## config.mk

```make
export PLATFORM = sky130hd
export DESIGN_NAME = fun_table_flat
export DESIGN_NICKNAME = d
export VERILOG_FILES = /design/src/rtl/fun_table_pkg.sv /design/src/rtl/fun_table_if.sv /design/src/rtl/fun_table_lut.sv /design/src/rtl/fun_table.sv /design/src/flat_wrapper.sv
export SDC_FILE = /design/constraint.sdc
export NUM_CORES = 1
export LEC_CHECK = 0
export ABC_AREA = 1
export CORE_MARGIN = 10
export CORE_UTILIZATION = 37
export DETAILED_ROUTE_END_ITERATION = 12
export SYNTH_ARGS = -nofsm -noshare
export SYNTH_HDL_FRONTEND = slang
export SYNTH_SLANG_ARGS = --single-unit
```

## constraint.sdc

```tcl
create_clock -name clk -period 2.95 [get_ports clk]
set_input_delay 0.295 -clock clk [delete_from_list [all_inputs] [get_ports clk]]
set_output_delay 0.295 -clock clk [all_outputs]
set_load 0.01 [all_outputs]
```

## src/rtl/fun_table_pkg.sv

```systemverilog
// fun_table_pkg: digit encodings and threshold tables for the SRT radix-4 quotient-digit table.
// Latency: n/a (constants and a pure function).
// Backpressure: n/a.
//
// Contents: Q_* digit encodings, T2_TAB/T1_TAB indexed by b[2:0], select_digit().
package fun_table_pkg;

   // Quotient digits, 3-bit two's complement
   localparam logic [2:0] Q_P2 = 3'b010;
   localparam logic [2:0] Q_P1 = 3'b001;
   localparam logic [2:0] Q_Z  = 3'b000;
   localparam logic [2:0] Q_M1 = 3'b111;
   localparam logic [2:0] Q_M2 = 3'b110;

   // Thresholds in raw p units (1/8). Element [i] serves divisor b = 8 + i.
   localparam logic [7:0][3:0] T2_TAB = {4'd11, 4'd10, 4'd10, 4'd9, 4'd8, 4'd8, 4'd7, 4'd6};
   localparam logic [7:0][3:0] T1_TAB = {4'd3,  4'd3,  4'd3,  4'd3, 4'd2, 4'd2, 4'd2, 4'd2};

   // Signed compare of the remainder estimate against +/-T2 and +/-T1.
   // Operands are widened to 7 bits so the negated thresholds never wrap.
   function automatic logic [2:0] select_digit(input logic [2:0] bidx, input logic [5:0] p);
      logic signed [6:0] pe;
      logic signed [6:0] t2;
      logic signed [6:0] t1;
      logic [2:0]        dig;
      pe = signed'({p[5], p});
      t2 = signed'({3'b000, T2_TAB[bidx]});
      t1 = signed'({3'b000, T1_TAB[bidx]});
      if (pe >= t2)
         dig = Q_P2;
      else if (pe >= t1)
         dig = Q_P1;
      else if (pe >= -t1)
         dig = Q_Z;
      else if (pe >= -t2)
         dig = Q_M1;
      else
         dig = Q_M2;
      return dig;
   endfunction

endpackage

```

## src/rtl/fun_table_if.sv

```systemverilog
// fun_table_if: divisor/remainder-estimate inputs and quotient-digit output of the selection table.
// Latency: n/a (wires only).
// Backpressure: none; the table accepts a new b,p every cycle.
//
// Signals: b (4, divisor MSBs 1.bbb), p (6, signed remainder estimate, 3.3), q (3, signed digit).
// master drives b,p and consumes q; slave is the table.
interface fun_table_if;
   logic [3:0] b;
   logic [5:0] p;
   logic [2:0] q;

   modport master (output b, output p, input q);
   modport slave  (input b, input p, output q);
endinterface

```

## src/rtl/fun_table_lut.sv

```systemverilog
// fun_table_lut: combinational b,p -> quotient digit lookup.
// Latency: 0 cycles (pure combinational).
// Backpressure: none.
//
// Ports: b_i (4) divisor MSBs, p_i (6) signed remainder estimate, digit_o (3) selected digit.
module fun_table_lut
   import fun_table_pkg::*;
(
   input  logic [3:0] b_i,
   input  logic [5:0] p_i,
   output logic [2:0] digit_o
);

   // Leading divisor bit is always 1 for a normalised divisor, so only b[2:0] indexes the table.
   logic unused_b_msb;
   assign unused_b_msb = b_i[3];

   always_comb begin
      digit_o = select_digit(b_i[2:0], p_i);
   end

endmodule

```

## src/rtl/fun_table.sv

```systemverilog
// fun_table: registered SRT radix-4 quotient-digit selection (digit set -2..+2).
// Latency: 1 cycle from b,p sampled to q valid.
// Backpressure: none; new b,p accepted every cycle.
//
// Ports: clk (clock), rst (synchronous active-high reset, forces q=0),
//        tbl (fun_table_if.slave: b, p in; q out).
module fun_table
   import fun_table_pkg::*;
(
   input  logic        clk,
   input  logic        rst,
   fun_table_if.slave  tbl
);

   logic [2:0] digit;
   logic [2:0] q_d;
   logic [2:0] q_q;

   fun_table_lut u_lut (
      .b_i     (tbl.b),
      .p_i     (tbl.p),
      .digit_o (digit)
   );

   always_comb begin
      q_d = digit;
   end

   // Reset wins over the lookup on the same edge.
   always_ff @(posedge clk) begin
      if (rst)
         q_q <= Q_Z;
      else
         q_q <= q_d;
   end

   assign tbl.q = q_q;

endmodule

```

## src/flat_wrapper.sv

```systemverilog
// flat-port wrapper written by rule: the top's interface ports become plain ports
module fun_table_flat import fun_table_pkg::*;
  (clk, rst, tbl_b, tbl_p, tbl_q);
  fun_table_if tbl_i ();
  input  logic clk;
  input  logic rst;
  input wire logic [$bits(tbl_i.b)-1:0] tbl_b;
  input wire logic [$bits(tbl_i.p)-1:0] tbl_p;
  output wire logic [$bits(tbl_i.q)-1:0] tbl_q;
  assign tbl_i.b = tbl_b;
  assign tbl_i.p = tbl_p;
  assign tbl_q = tbl_i.q;
  fun_table u_core (.clk(clk), .rst(rst), .tbl(tbl_i));
endmodule
```

Fig. 1: placement density heat map
Drawn at 6 px/µm. The die is cut into 12 by 12 equal tiles; black is low, pale yellow is high, 0 to 100% covered.
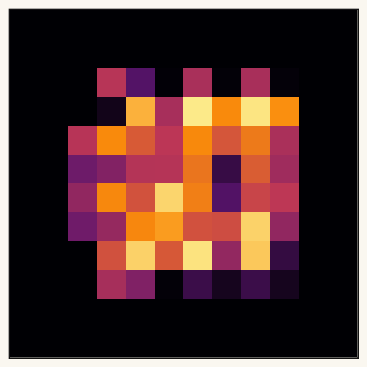
nearly empty tiles = 61%
densest ninth of the die = center
mean over tiles = 21%
tiles over 75% full = 6.9%
fullest tile = 95%
emptiest ninth of the die = north-west
core footprint: 0.00133 mm²
post-layout util: 0.530

Fig. 2: routed metal, one color a layer
Drawn at 4 px/µm.
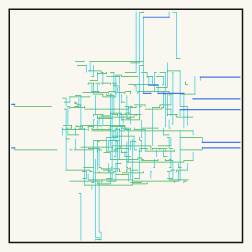
blue -> metal 3  # wire length 73.8 µm
cyan -> metal 2  # wire length 574 µm
green -> metal 1  # wire length 552 µm
DRT Wirelength: 1.20 mm
all-layer global routing usage: 0.0701

Fig. 3: cells colored by class
Drawn at 4 px/µm.
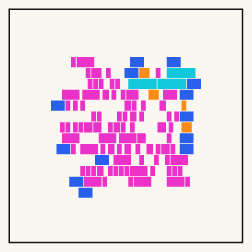
magenta -> combinational and other logic  # cells 85
orange -> clock drivers and dummy loads  # cells 4
cyan -> sequential cells  # cells 3
blue -> remaining buffers and delay cells  # cells 13
post-route cell area: 707 µm²
Seq/total area: 0.0850
number of core rows: 13

==> impl_metrics.toml <==
# generated from flow reports
[worst_setup_path]
worstPathCellList = "clkdlybuf4s50_1, inv_1, ha_1, o21ai_0, inv_1, ha_1, inv_1, ha_1, nand3_1, nor2_1, nor2_1, nand2_1, nand2_1, a21oi_2"
critPathMaxStageDelay_ps = 480
startpoint_type = "primary input"

[min_path]
holdPathEnd = "u_core.tbl.q[1]"
hold_depth = 4

[floorplan]
die_area_mm2 = 0.00335
ios = 15

[global_route]
antenna_found_initial = 0

[synthesis]
yosys-stat-area_um2 = 532
synth.area.top_cells = "ha_1 (31%), nand2_1 (17%), inv_1 (13%)"
largest_area_cell = "ha_1"
yosysCellCount = 88
syn_area_per_cell_um2 = 6.04
top_cell_area_share = 0.306

[outcome]
outcome = "finished, final reports clean"

[cts]
clk_pin_slew_ps = 40
cts_tree = "done"
clk_path_buf_depth = 2
root_buffer = "clkbuf_4"

[routing]
vias = 564

[sta]
setup_viol = 0
period_used_share = 0.787
rsz0062_at_grt = "false"
## power breakdown
group	internal [W]	switching, W	leakage [nW]
sequential	0.0000435	0.000000645	0.0249
combinational	0.0000403	0.0000452	0.344
clock	0.0000507	0.0000214	0.0150
total	0.000135	0.0000672	0.384
## worst max path at each step
stage          cells past startpoint         endpoint  slack, ps  startpoint
2_1_floorplan                     13  u_core.tbl.q[0]       1060    tbl_b[0]
4_1_cts                           14  u_core.tbl.q[0]        620    tbl_b[0]
3_3_place_gp                      14  u_core.tbl.q[0]        400    tbl_b[0]
3_5_place_dp                      14  u_core.tbl.q[0]        380    tbl_b[0]
5_1_grt                           14  u_core.tbl.q[0]        520    tbl_b[0]
6_report                          14  u_core.tbl.q[0]        630    tbl_b[0]
## cell families after synthesis
| group | after synthesis |
|---|---|
| AND-OR/OR-AND | 6 |
| adder cells (fa/ha/maj) | 13 |
| buffers and inverters | 19 |
| flip-flops | 3 |
| other | 1 |
| AND/OR/NAND/NOR | 46 |
## cells in the final DEF (no fill, tap or decap)
master,netlist,final
nand3_1,5,5
nand4_1,2,2
clkbuf_4,0,3
dfxtp_1,3,3
ha_1,13,13
clkdlybuf4s50_1,0,13
nand2_2,2,2
inv_1,18,18
conb_1,1,1
clkbuf_1,0,1
a21oi_2,1,1
nor2_2,1,1
nor2_1,11,11
nand2_1,24,24
a21oi_1,3,3
nand3_2,1,1
inv_2,1,1
o21ai_0,1,1
o21bai_1,1,1
## critical path, delay by kind of cell
kind,cells,cell delay (ps)
buffers and inverters,4,650
adders and majority gates,3,840
AOI/OAI and AO/OA,2,300
and+or+nand+nor,5,360
## per-stage QoR
stage | setup slack [ps] | std cells
after floorplan | 1060 | 88
after global placement | 397 | 116
after detailed placement | 382 | 116
after CTS | 624 | 120
after global routing | 516 | 120
final | 629 | 120
## routing by layer
metal / part of all wire / wire, µm / vias to the layer above / global-route usage
li1: - / - / 307 / -
met1: 0.46 / 551 / 242 / 0.0751
met2: 0.48 / 573 / 15 / 0.112
met3: 0.061 / 73 / 0 / 0.0305
met4: 0 / 0 / 0 / 0.0403
met5: 0 / 0 / - / 0
## area by class of cell
cell class	count	area, µm²	area share
Timing Repair Buffer	13	130	0.184
Inverter	19	71.3	0.101
Clock buffer	4	26.3	0.0372
Multi-Input combinational cell	66	400	0.566
Tap cell	15	18.8	0.0265
Sequential cell	3	60.1	0.0850
Power and IR drop assume default switching activity.
